Figure 1. Floorplan with the power grid.
Pins as bars on the die edge.
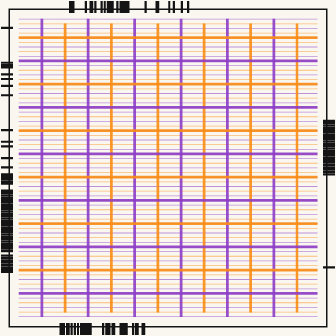
Figure 2. Cell classes on the final placement.
The bar under the picture is 50 um long.
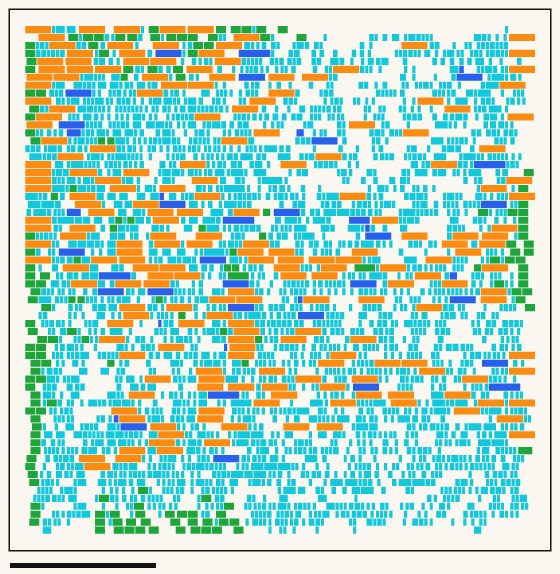
Figure 3. Clock distribution.
The bar under the picture is 50 um long.
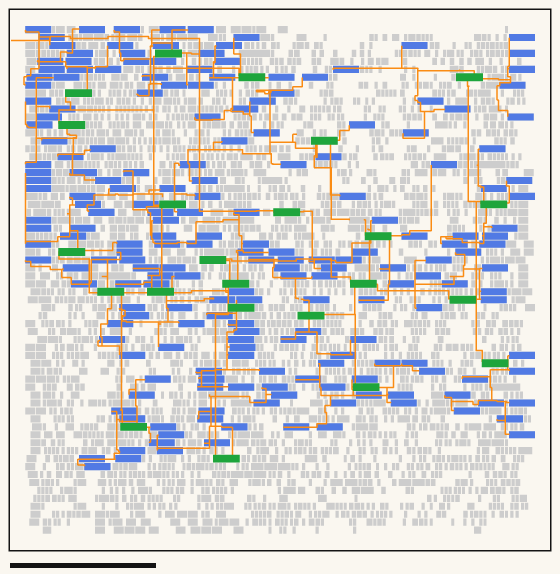
Design mult_div_unit, sky130hd; sources not shown.
==> impl_metrics.toml <==
# generated from flow reports
[synthesis]
ys_types = 50
yosys.area.top_type = "dfrtp_1"
ys_chip_area_um2 = 18300
ys_top_logic_family = "simple AND/OR/NAND/NOR gates"
syn-cell-area_um2 = 18300
flop_cell = "dfrtp_1"

[job]
tool_warnings = 30

[sta]
period_used_share = 0.902
setup_viol = 0
fin_worst_skew_ps = 23.4
worst_pin_slew_ps = 724

[clock_network]
ctsLongestPathBuffers = 3
cts_tree = "done"
cts_root_buffer = "clkbuf_16"
cts_resized = 0
cts_num_sinks = 205
cts_buffers = 23

[cells_and_area]
stdcell_count = 3466
lay_top_cells = "nand2_1, nor2_1, inv_1"
fin_nets = 3199

[setup_path]
crit_path_end_kind = "flop"
cp_num_buf_inv = 2
crit_family = "simple AND/OR/NAND/NOR gates"
cp.depth = 17
slowest_delay_ps = 500
critPathMaxFanout = 33
worstSetupPathType = "reg2reg"
crit_chain = "inv_1 > ha_1 > fa_1 > inv_1 > nand3_1 > nand2_2 > nand2_1 > nand2_2 > nand2_1 > nand2_1 > nand2_1 > nand2_1 > nand2_1 > nand2_2 > nand2_1 > nand3_1 > nand2_1"

[drt]
routed.top_layer = "met5"
drc = 0
vias = 21600
met3_length_um = 8330

[placed_design]
placed_cells = 3425
gp_congestion = 1.08

[floorplanning]
fp.coreArea_um2 = 30400

[outcome]
outcome = "finished, final reports clean"

[global_route]
grt_pass1_vias = 20500
## Picture notes: Figure 1
- purple: VSS
- orange: VDD
- signal pins: 136
- met5 straps: 12
- met4 straps: 12
- met1 rails: 65
- rows: 64
die height: 185 um
Horiz. Die Dim: 185 um
Worst VDD drop: 0.773 mV

## Picture notes: Figure 2
- cyan: remaining logic cells (cells 2,662; share of their area 63%)
- green: remaining buffers and delay cells (cells 162; share of their area 7.8%)
- blue: clock drivers and dummy loads (cells 41; share of their area 4.2%)
- orange: registers (cells 205; share of their area 25%)
fin area: 20,900 um^2
Layout Utilization: 0.686
Seq/total area: 0.246

## Picture notes: Figure 3
- orange: clock wires (length 2,940 um)
- green: clock-net drivers (count 23)
- blue: flip-flops (count 205)
- routed clock nets: 24
- flops lie: all over the die
Clk. pwr: 2.72 mW
worst skew pair latency: 550 ps
Clk pwr share: 0.123

## cell type report
cell class / instances / area [um^2] / area share
sequential: 205 / 5130 / 0.246
inverter: 334 / 1260 / 0.0605
clock inverter: 14 / 240 / 0.0115
timing repair buffer: 162 / 1580 / 0.0758
multi-input combinational: 2328 / 11600 / 0.553
clock buffer: 27 / 611 / 0.0292
tap: 396 / 495 / 0.0237
## layer usage
| layer | track usage | vias up |
|---|---|---|
| li1 | - | 9917 |
| met1 | 0.515 | 9809 |
| met2 | 0.651 | 1464 |
| met3 | 0.0939 | 364 |
| met4 | 0.255 | 2 |
| met5 | 0 | - |
## power breakdown
part	internal, mW	total [mW]	switching (mW)	leakage [nW]
Clock	1.65	2.72	1.07	0.415
Combinational	4.70	14.6	9.86	7.45
Sequential	3.39	4.91	1.52	2.53
Power and IR drop assume default switching activity.
